File: config.mk
export PLATFORM = sky130hd
export DESIGN_NAME = lattice_result_collector
export DESIGN_NICKNAME = d
export VERILOG_FILES = /design/src/rtl/lattice_result_collector.sv
export SDC_FILE = /design/constraint.sdc
export NUM_CORES = 1
export LEC_CHECK = 0
export CORE_MARGIN = 2
export CORE_UTILIZATION = 57
export DETAILED_ROUTE_END_ITERATION = 12
export GPL_TIMING_DRIVEN = 1
export PLACE_DENSITY = 0.78
export SYNTH_ARGS = -nofsm -noshare
export SYNTH_HDL_FRONTEND = slang
export SYNTH_SLANG_ARGS = --single-unit
File: constraint.sdc
create_clock -name clk -period 5.95 [get_ports clk]
set_input_delay 1.19 -clock clk [delete_from_list [all_inputs] [get_ports clk]]
set_output_delay 1.19 -clock clk [all_outputs]
set_load 0.05 [all_outputs]
File: src/rtl/lattice_result_collector.sv
// Collects round results from the lattice chain tail, forms absolute nonces for hits,
// buffers them in a small FIFO and tracks search progress through to completion.
module lattice_result_collector #(
    parameter int unsigned NUM_CORES  = 10,
    parameter int unsigned COUNTBITS  = $clog2(NUM_CORES),
    parameter int unsigned FIFO_DEPTH = 8,
    parameter int unsigned MAX_ROUNDS = 1024
) (
    input  logic                 clk,
    input  logic                 rst,
    input  logic                 start_i,
    input  logic [31:0]          nonce_base_i,
    input  logic                 res_valid_i,
    input  logic                 res_success_i,
    input  logic [COUNTBITS-1:0] res_index_i,
    output logic                 found_valid_o,
    input  logic                 found_ready_i,
    output logic [31:0]          found_nonce_o,
    output logic [31:0]          rounds_o,
    output logic                 busy_o,
    output logic                 done_o,
    output logic                 overflow_o,
    output logic                 bad_index_o
);

    localparam int unsigned AW         = $clog2(FIFO_DEPTH);
    localparam logic [31:0] LAST_ROUND = 32'(MAX_ROUNDS - 1);

    typedef enum logic [1:0] {S_IDLE, S_RUN, S_DRAIN, S_DONE} state_e;

    state_e      state_q, state_d;
    logic [31:0] round_base_q, rounds_q;
    logic        ovf_q, bad_q;
    logic [31:0] mem_q [FIFO_DEPTH];
    logic [AW:0] wr_ptr_q, rd_ptr_q;

    logic        start_ok, accept, hit, idx_ok;
    logic        fifo_empty, fifo_full, pop, push, lost;
    logic [31:0] nonce;

    always_comb begin
        start_ok   = start_i && (state_q == S_IDLE || state_q == S_DONE);
        accept     = (state_q == S_RUN) && res_valid_i;
        hit        = accept && res_success_i;
        idx_ok     = 32'(res_index_i) < NUM_CORES;
        fifo_empty = (wr_ptr_q == rd_ptr_q);
        fifo_full  = (wr_ptr_q[AW] != rd_ptr_q[AW]) &&
                     (wr_ptr_q[AW-1:0] == rd_ptr_q[AW-1:0]);
        pop        = !fifo_empty && found_ready_i;
        // A same-cycle pop frees the slot, so a push into a full FIFO still lands.
        push       = hit && idx_ok && (!fifo_full || pop);
        lost       = hit && idx_ok && fifo_full && !pop;
        nonce      = round_base_q + 32'(res_index_i);
    end

    always_ff @(posedge clk) begin
        if (rst) begin
            state_q <= S_IDLE;
        end else begin
            state_q <= state_d;
        end
    end

    always_comb begin
        state_d = state_q;
        case (state_q)
            S_IDLE:  if (start_i) state_d = S_RUN;
            S_RUN:   if (accept && rounds_q == LAST_ROUND) state_d = S_DRAIN;
            S_DRAIN: if (fifo_empty) state_d = S_DONE;
            S_DONE:  if (start_i) state_d = S_RUN;
            default: state_d = S_IDLE;
        endcase
    end

    always_comb begin
        busy_o        = (state_q == S_RUN) || (state_q == S_DRAIN);
        done_o        = (state_q == S_DONE);
        found_valid_o = !fifo_empty;
        found_nonce_o = fifo_empty ? '0 : mem_q[rd_ptr_q[AW-1:0]];
        rounds_o      = rounds_q;
        overflow_o    = ovf_q;
        bad_index_o   = bad_q;
    end

    always_ff @(posedge clk) begin
        if (rst) begin
            round_base_q <= '0;
            rounds_q     <= '0;
            ovf_q        <= 1'b0;
            bad_q        <= 1'b0;
            wr_ptr_q     <= '0;
            rd_ptr_q     <= '0;
        end else if (start_ok) begin
            round_base_q <= nonce_base_i;
            rounds_q     <= '0;
            ovf_q        <= 1'b0;
            bad_q        <= 1'b0;
            wr_ptr_q     <= '0;
            rd_ptr_q     <= '0;
        end else begin
            if (accept) begin
                round_base_q <= round_base_q + 32'(NUM_CORES);
                rounds_q     <= rounds_q + 32'd1;
            end
            if (pop)  rd_ptr_q <= rd_ptr_q + 1'b1;
            if (push) wr_ptr_q <= wr_ptr_q + 1'b1;
            if (lost) ovf_q <= 1'b1;
            if (hit && !idx_ok) bad_q <= 1'b1;
        end
    end

    always_ff @(posedge clk) begin
        if (push) mem_q[wr_ptr_q[AW-1:0]] <= nonce;
    end

endmodule
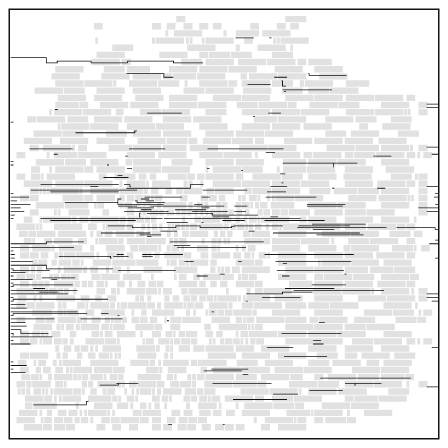
(run_1/met3.png)
The layer carries 2260 um of wire. The wires run mostly horizontal. The longest straight run is 51.5 um.
met3 Resource Use GR: 4.46%
Routed WL: 30800 um
routed via count: 8573

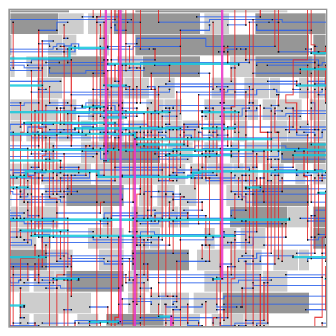
(run_1/zoom.png)
Region (61, 61) to (101, 101) um. Cells in grey, sequential cells in the stronger grey; small squares are vias.
Key: blue = met1; red = met2; magenta = met4; cyan = met3
Most frequent: nor2_1 (16), xor2_1 (16). Netlist names of flops here include round_base_q (12), mem_q (6). 134 logic cells have their middle in the window. Sequential cells in the window: 18.

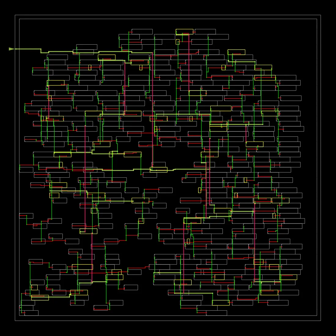
(run_1/final_clocks.png)
power in the clock group: 2.12 mW
clock buffer instance count of the final layout: 48

==> notes.md, run 1 <==
The following summarizes the physical implementation.

Run status
The run finished with clean final reports.

Final layout
The sequential cell area is 0.00928 sq mm. The final layout report lists a non-clock inverter count of 15. The clock-cell share of area is 6.61%. The area of the multi-input gates is 0.00483 sq mm.

The number of antenna diodes is 0. The sequential cell area share is 54.7%. The biggest slice of the area belongs to flip-flops and latches. The fraction of final layout cells sized beyond drive strength 1 is 14.6%. For this run, the number of standard cells in the final layout without fillers is 1448. The register with the most flip-flops in the layout has 256 of them.

Synth
Yosys mapped a number of flops with a built-in enable equal to 256. Of the combinational cells, the family taking the most area is multiplexers. The number of distinct library cells after synthesis is 53. The cell count in the Yosys report is 982. The synthesis report gives the async set-or-reset register share as 0%. The portion of synthesized area spent on multiplexers is 12.5%. The number of instances in the synthesized netlist is 982. Sorting the synthesized cells by how often they occur yields sky130_fd_sc_hd__edfxtp_1 (256), sky130_fd_sc_hd__nor2_1 (122), sky130_fd_sc_hd__dfxtp_1 (79). Yosys printed 0 warnings. The most common cell in the synthesized netlist is sky130_fd_sc_hd__edfxtp_1. Yosys reports that the leading cell type by area covers 53.6% of the netlist area. The commonest register cell is sky130_fd_sc_hd__edfxtp_1. At floorplan, the net count of the design was reported as 1036.

GRT
For this run the aggregate overflow at the end of global routing stands at 0. The global routing usage summed across all routing layers is 24.1%. The number of global-route vias before repair is 8731. After global routing, the most crowded layer is met2. The global-route wire length before repair is 48400 um. Global routing used 33.2% of the available met1 tracks.

Min path
The worst hold path begins at bad_index_o. Note that the worst hold path type here is flip-flop to flip-flop. The cell depth of the worst hold path is 2.

Setup path
The report shows a maximum critical-path fanout of 19. Walking the worst path, the cells encountered are xor2_1 > nor4b_4 > buf_4 > nor2_1 > clkdlybuf4s50_1. The slowest stage of the critical path belongs to the cell sky130_fd_sc_hd__nor4b_4.

The internal reg-to-reg setup slack is 2.69 ns. The type of the setup path with the least slack is flip-flop to output port. The worst setup path startpoint is wr_ptr_q[1]. The signal arrival time at the worst endpoint is 3.53 ns. The reg-to-reg critical path startpoint is state_q[1]. The instance count on the critical path is 5.

Along the critical path, the tally of buffer and inverter instances is 2. Per the timing report, the most critical flop-to-flop path finishes at mem_q[3][21]. The endpoint of the most critical setup path is found_nonce_o[6]. In this design, the largest share of critical-path delay is due to simple AND/OR/NAND/NOR gates. The kind of start point of the critical path is a flip-flop.

Route
The highest metal layer carrying signal wires in the routed design is met4. The wire length on met1 is 12700 um. The number of DRC markers after the initial detailed-route iteration is 686. Detailed routing placed a total of 15200 um of wire on met2. The detailed route wirelength on metal3 is 2260 um.

Timing
Subtracting the final worst setup slack from the clock period gives 4.72 ns. Endpoints with negative setup slack in the final report add up to 0. Hold timing on the final database bottoms out at a slack of 0.473 ns. The actual slew at the worst max-slew pin is 1.17 ns.

Setup repair after global routing left no endpoint under its margin. The share of the clock period used by the worst path after layout is 79.4%.

Placed design
Per the placement report, the placed cell count is 1387. The post-detailed-placement half-perimeter wirelength is 19200 um. The placement-stage cell area is 0.0159 sq mm. OpenSTA, run right after detailed placement, puts the worst setup slack at 1.63 ns.

Clock tree
The clock passes through at most 3 buffers. The number of sinks handled by clock tree synthesis is 335. CTS built an H-tree with a depth of 2.

The hold buffer count at cts is 0. The post-CTS setup buffer count is 0. TritonCTS built the clock tree. The clock tree root driver cell is sky130_fd_sc_hd__clkbuf_16.

Power
Combinational cells account for 14.4% of the total power. The design internal power is 4.34 mW.

Die
According to the I/O placement log, the pin count is 111. The die outline width is 163 um. For this floorplan the total number of well-tap instances is 330. Row generation in the floorplan step produced 58 rows. The vertical die dimension is 163 um.

Flow run
The reported max-cap violation count is 0. The logs give a warning total of 28.
==> run_1/wire_density.png <==
Scale bar: 50 um. The die is cut into 33 by 33 equal tiles; white is low, dark blue is high, scaled to the fullest tile. Values are wire area over tile area, all layers added.
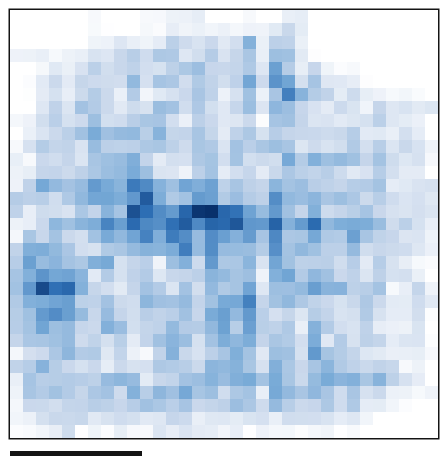

## Run 2: what changed since run 1
--- a/config.mk
+++ b/config.mk
@@ -6,10 +6,10 @@
 export NUM_CORES = 1
 export LEC_CHECK = 0
 export CORE_MARGIN = 2
-export CORE_UTILIZATION = 57
+export CORE_UTILIZATION = 53
 export DETAILED_ROUTE_END_ITERATION = 12
 export GPL_TIMING_DRIVEN = 1
-export PLACE_DENSITY = 0.78
+export PLACE_DENSITY = 0.76
 export SYNTH_ARGS = -nofsm -noshare
 export SYNTH_HDL_FRONTEND = slang
 export SYNTH_SLANG_ARGS = --single-unit
==> constraint.sdc (replaced) <==
create_clock -name clk -period 3.8 [get_ports clk]
set_input_delay 0.76 -clock clk [delete_from_list [all_inputs] [get_ports clk]]
set_output_delay 0.76 -clock clk [all_outputs]
set_load 0.05 [all_outputs]
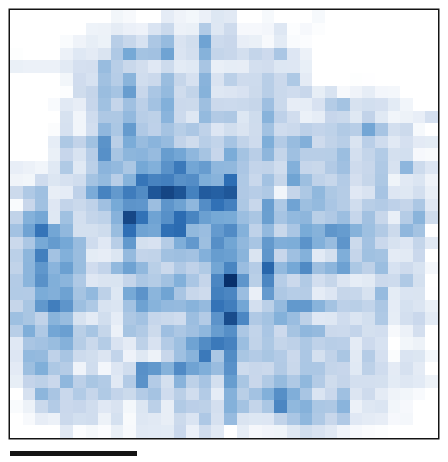
(run_2/wire_density.png)
Scale bar: 50 um. The die is cut into 34 by 34 equal tiles; white is low, dark blue is high, scaled to the fullest tile. Values are wire area over tile area, all layers added.
13% of the tiles are nearly empty. The emptiest ninth of the die: upper right. The mean over all tiles is 0.18.
Routed WL: 32100 um
routed via count: 8668
wire per inst: 21.8 um

==> notes.md, run 2 <==
The following summarizes the physical implementation.

Min path
The cell depth of the worst hold path is 2. The worst-case hold path end point is round_base_q[0]. The kind of path behind the tightest hold check is flip-flop to flip-flop. STA lists the startpoint of the worst hold path as round_base_q[0].

Synth
Per the synth stats, the flop cell with the highest instance count is sky130_fd_sc_hd__edfxtp_1. By area the synthesized netlist is led by sky130_fd_sc_hd__edfxtp_1 (54%), sky130_fd_sc_hd__dfxtp_1 (11%), sky130_fd_sc_hd__mux4_2 (10%), sky130_fd_sc_hd__nor2_1 (3.2%), sky130_fd_sc_hd__xnor2_1 (2.8%). The simple-gate share of the synthesized area is 11.0%. The commonest cells after synthesis are sky130_fd_sc_hd__edfxtp_1 (256), sky130_fd_sc_hd__nor2_1 (122), sky130_fd_sc_hd__dfxtp_1 (79). The share of synthesized area in the top cell type comes to 53.6%. The synthesized-area fraction occupied by adder cells is 1.10%. The largest combinational cell category by area is multiplexers. The biggest area contributor in the post-synthesis netlist is sky130_fd_sc_hd__edfxtp_1. In this run, the synthesized area fraction spent on xor and xnor cells is recorded as 5.56%. The number of synthesized register bits is 335. Looking at the gate-level netlist, the highest instance count belongs to sky130_fd_sc_hd__edfxtp_1. The proportion of synthesized area in mux cells is 12.5%. For this design, Yosys synthesis ends with a cell count of 982. The async set-reset flop share out of synthesis is 0%. The number of nets in the synthesized netlist is 1036.

The number of instances in the synthesized netlist is 982. The register share after synthesis is 64.7%. Warnings reported by Yosys during synthesis add up to 0.

The synthesized netlist contains 53 unique library cells. Yosys mapped a number of flops with a built-in enable equal to 256. The average instance in the mapped netlist occupies 14.6 sq um.

Setup path
The kind of cell adding the most delay to the critical path is buffers and inverters. The cell sequence reported for the critical path is buf_4 > mux4_2 > mux2i_1 > nor2_1 > clkdlybuf4s50_1. The endpoint of the most critical setup path is found_nonce_o[21]. The buffering stage count on the worst path with inverters included is 2.

The timing report gives the worst reg2reg path a setup slack of 0.79 ns. The worst register-to-register path ends at mem_q[4][28]. The number of cells traversed by the worst register-to-register path is 5. The maximum fanout along the worst path is 17. The critical path crosses 5 cells after its start point. The required time of the critical path is 3.04 ns. The largest individual stage delay along the critical path comes from the cell sky130_fd_sc_hd__clkdlybuf4s50_1. In this design, the stage delay of the slowest critical-path cell is 0.70 ns. The worst setup path is launched from a flip-flop. The critical path is of the flip-flop to output port type. According to the timing report, the arrival time at the worst endpoint equals 2.89 ns. For the worst reg-to-reg path, the startpoint reported by OpenROAD is round_base_q[16].

Route
The DRC violations left is 0. The highest routed metal layer is met4. The wire length on met1 is 13200 um. After the first detailed-routing iteration, the DRC count stood at 745. The total met2 wirelength after detailed routing is 16100 um. The detailed route wirelength on metal3 is 1990 um.

Power
Sequential cells consume a total of 4.57 mW. The standby leakage power is 5.57 nW. Cell internal power was estimated by the tool at 6.70 mW. The power dissipated in the clock network is 3.27 mW.

Of the total power, combinational logic draws 14.9%. The sequential share of power is 49.6%. The report lists the power per cell area as 537 mW/mm^2. For the combinational group, total power comes out at 1.38 mW. The flow reports that the clock network draws 35.5% of the design power. The worst supply voltage drop on vdd is 268 uV. The heaviest power group is sequential cells.

Final layout
The final layout report lists a clock buffer count of 53. The count of multi-input gates is 576. Across the whole layout, storage elements make up 54.0% of the cell area. The clock-cell share of area is 6.50%. Cells with a size suffix above 1 make up 15.5% of the layout. According to the cell report, flip-flops and latches in the layout number 335. In the final layout, flip-flops and latches occupy 0.00928 sq mm. The most area-hungry cell class in the final design is flip-flops and latches. The final report lists a non-filler cell total of 1471.

Summing all multi-input logic gate instances after layout gives 0.00485 sq mm. The fraction of final cell area spent on non-clock buffers in this run is 8.47%. The register with the most flip-flops in the layout has 256 of them. Compared with the post-synthesis result, the final layout area differs by 19.8%. Ranking logic cells in the layout by count gives the top entries sky130_fd_sc_hd__edfxtp_1 (256), sky130_fd_sc_hd__nor2_1 (121), sky130_fd_sc_hd__clkdlybuf4s50_1 (107). The combinational share of cell area is 28.2%. 0 antenna diodes ended up in the layout. The count of non-CTS inverters in the layout is 15.

GRT
On met3, the global router reports a usage of 3.78%. The number of global-route vias before repair was 8946. The global routing stage identified its most utilized layer as met2. The first global-routing pass estimated 50500 um of wire.

The total grt overflow is 0. Global routing consumed, on the met1 layer, 30.9% of the routing resources. Entering global routing, the biggest net connects 65 pins. The global routing usage summed across all routing layers is 23.2%.

Timing
The transition time recorded at the tightest slew-check pin is 0.820 ns. Subtracting the final worst setup slack from the clock period gives 3.65 ns. The final clock skew is 0.0185 ns. The final timing summary puts the cycle share of the worst path at 96.0%. Hold is met by 0.470 ns.

The final max-slew violation count is 0. The worst setup slack after layout is 0.150 ns. The achievable frequency is 274 MHz.

Setup repair after global routing left no endpoint under its margin. The final hold violation count recorded for this run is 0. From the final report, the count of setup violators was given as 0.

Clock tree
The clock-pin transition on the worst setup and hold timing paths is 0.06 ns. The H-tree level count is 2. The clock tree root driver cell is sky130_fd_sc_hd__clkbuf_16. The later pin in the worst-skew pair is clocked with a latency of 0.53 ns.

The CTS tree is built. The clock passes through at most 3 buffers. Per the repair_timing log after CTS, setup buffers inserted total 0. The number of sinks handled by clock tree synthesis is 335. In this run, post-CTS repair resized a total of 0 instances. The hold buffer count at cts is 0.

Placed design
The routability-driven placement congestion ratio is 0.876. Including well taps, the total number of placed cells is 1408. In this run the cell area measured after placement is 0.0161 sq mm. Timing analysis after detailed placement gives a worst setup slack of 0.296 ns. Once detailed placement completed, the half-perimeter wirelength came to 19500 um.

Run status
The run finished with clean final reports.

Flow run
The reported max-cap violation count is 0. The OpenROAD warning count is 29.

Die
The number of ports placed on the die boundary is 111. The well-tap cell count is 341. The die is 168 um wide. The floorplan-stage core utilization is 53.6%. The vertical die dimension is 168 um. The total core area is 0.0267 sq mm.

The floorplan has 60 rows.
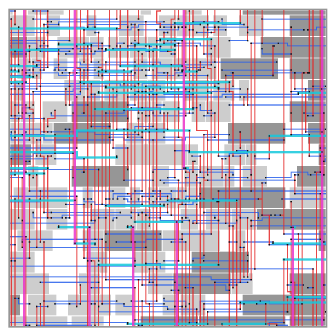
(run_2/zoom.png)
Region (64, 64) to (104, 104) um. Cells in grey, sequential cells in the stronger grey; small squares are vias.
Key: blue = met1; magenta = met4; red = met2; cyan = met3
Netlist names of flops here include round_base_q (8), mem_q (4). Most frequent: xor2_1 (13), nand2_1 (11), nor2_1 (10). 106 logic cells have their middle in the window. Sequential cells in the window: 12.

==> run_2/final_clocks.png <==
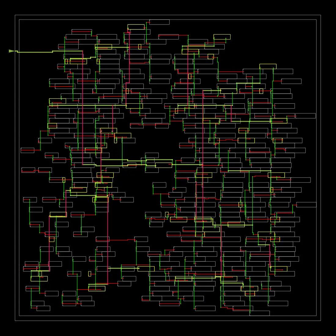

## Run 3: what changed since run 2
--- a/config.mk
+++ b/config.mk
@@ -9,7 +9,7 @@
 export CORE_UTILIZATION = 53
 export DETAILED_ROUTE_END_ITERATION = 12
 export GPL_TIMING_DRIVEN = 1
-export PLACE_DENSITY = 0.76
+export PLACE_DENSITY_LB_ADDON = 0.1
 export SYNTH_ARGS = -nofsm -noshare
 export SYNTH_HDL_FRONTEND = slang
 export SYNTH_SLANG_ARGS = --single-unit
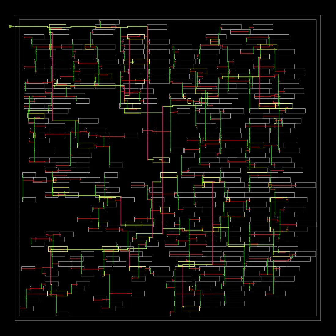
(run_3/final_clocks.png)
number of clock buffers inserted by TritonCTS: 35
power in the clock group: 3.28 mW

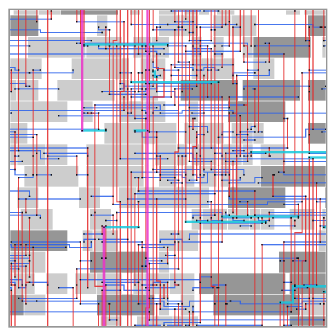
(run_3/zoom.png)
Region (64, 64) to (104, 104) um. Cells in grey, sequential cells in the stronger grey; small squares are vias.
Key: cyan = met3; red = met2; blue = met1; magenta = met4
Most frequent: nor2_1 (14), buf_4 (10), dfxtp_1 (8). Sequential cells in the window: 12. 90 logic cells have their middle in the window. Netlist names of flops here include round_base_q (7), mem_q (4).

==> notes.md, run 3 <==
The following summarizes the physical implementation.

Run status
The flow ran to the end, and the final reports show no timing, DRC or antenna violations.

Synth
The commonest register cell is sky130_fd_sc_hd__edfxtp_1. The cell count in the Yosys report is 982. The main area contributors are sky130_fd_sc_hd__edfxtp_1 (54%), sky130_fd_sc_hd__dfxtp_1 (11%), sky130_fd_sc_hd__mux4_2 (10%), sky130_fd_sc_hd__nor2_1 (3.2%), sky130_fd_sc_hd__xnor2_1 (2.8%). The synthesized design contains 335 register bits. Among all cell types in the netlist, the one instantiated most often is sky130_fd_sc_hd__edfxtp_1. Counting every net in the synthesized netlist gives 1036. For this run, the register share of the synthesized area comes to 64.7%. After synthesis, the most frequently instantiated cells are sky130_fd_sc_hd__edfxtp_1 (256), sky130_fd_sc_hd__nor2_1 (122), sky130_fd_sc_hd__dfxtp_1 (79).

The area fraction of the dominant cell type after synthesis is 53.6%. The average size of a mapped cell is 14.6 sq um. The async set-reset flop share out of synthesis is 0%. Yosys reports the multiplexer fraction of the synthesized area as 12.5%. The simple-gate share of the synthesized area is 11.0%. For reference, full adder, half adder and majority cells occupy 1.10% of the area reported after synthesis.

Setup path
The arrival time of data at the worst endpoint is listed as 2.88 ns. The worst setup path is launched from a flip-flop. The type of the setup path with the least slack is flip-flop to output port.

The slowest library cell on the worst path is sky130_fd_sc_hd__clkdlybuf4s50_1. The buffering stage count on the worst path with inverters included is 2.

Power
The worst supply voltage drop on vdd is 387 uV. The total power density per cell area is 534 mW/mm^2. Ranked by power, first place goes to sequential cells.

The sequential cell power is 4.57 mW. Internal power comes to 6.79 mW.

Timing
The share of the clock period used by the worst path after layout is 95.8%. The actual slew at the worst max-slew pin is 0.749 ns. Setup repair after global routing left no endpoint under its margin. The number of endpoints with negative hold slack in the final report is 0. The worst path meets setup with 0.161 ns of slack.

Route
The routed design uses 1730 um of met3 wire. The total met2 wirelength after detailed routing is 15700 um. The count of vias placed by the detailed router is 8528. The DRC violations left is 0.

The detailed-route wire length is 31600 um.

Clock tree
In this run the number of H-tree levels came out at 2. The insertion delay at the late pin of the worst-skew pair is 0.50 ns. For this design, the sink count on the clock tree is 335. TritonCTS built the clock tree.

After clock tree synthesis, the flow added hold-fix buffers numbering 0. The clock-pin transition on the worst setup and hold timing paths is 0.06 ns.

GRT
After global routing, the most crowded layer is met2. Recorded from the global router log, the overflow total was 0. The number of global-route vias before repair came to 8535. The global-route wire length before repair is 49100 um. The largest net degree at the start of global routing is 64.

Placed design
The HPWL after detailed placement is 20200 um. The placement-stage cell area is 0.0161 sq mm. Per the placement report, the placed cell count is 1415. Setup slack on the worst path after placement came out at 0.376 ns. The placement summary gives the final routability congestion estimate as 0.844.

Final layout
The total of clock buffers placed in the layout is 50. The number of antenna diodes is 0. In the layout the commonest cells are sky130_fd_sc_hd__edfxtp_1 (256), sky130_fd_sc_hd__nor2_1 (121), sky130_fd_sc_hd__clkdlybuf4s50_1 (110).

The layout-stage area growth over the synthesis result is 20.2%. After layout, the inverter instance count without clock inverters stands at 15. Of the total standard cell area in the layout, the sequential portion is 53.8%. 576 cells are multi-input combinational gates. Of the total standard cell area in the layout, the multi-input combinational portion is 28.1%.

The sequential cell area is 0.00928 sq mm.

Die
The die outline width is 168 um. 111 I/O pins were placed. The report lists the number of standard-cell rows as 60. The floorplan-stage core utilization is 53.6%.

Min path
The report gives the cell count of the worst hold path as 2. The startpoint identified for the worst hold timing path is bad_index_o.

Flow run
Max-cap violations in this run came to 0.
Power figures rest on the tool's default switching activity, not on a simulated workload.
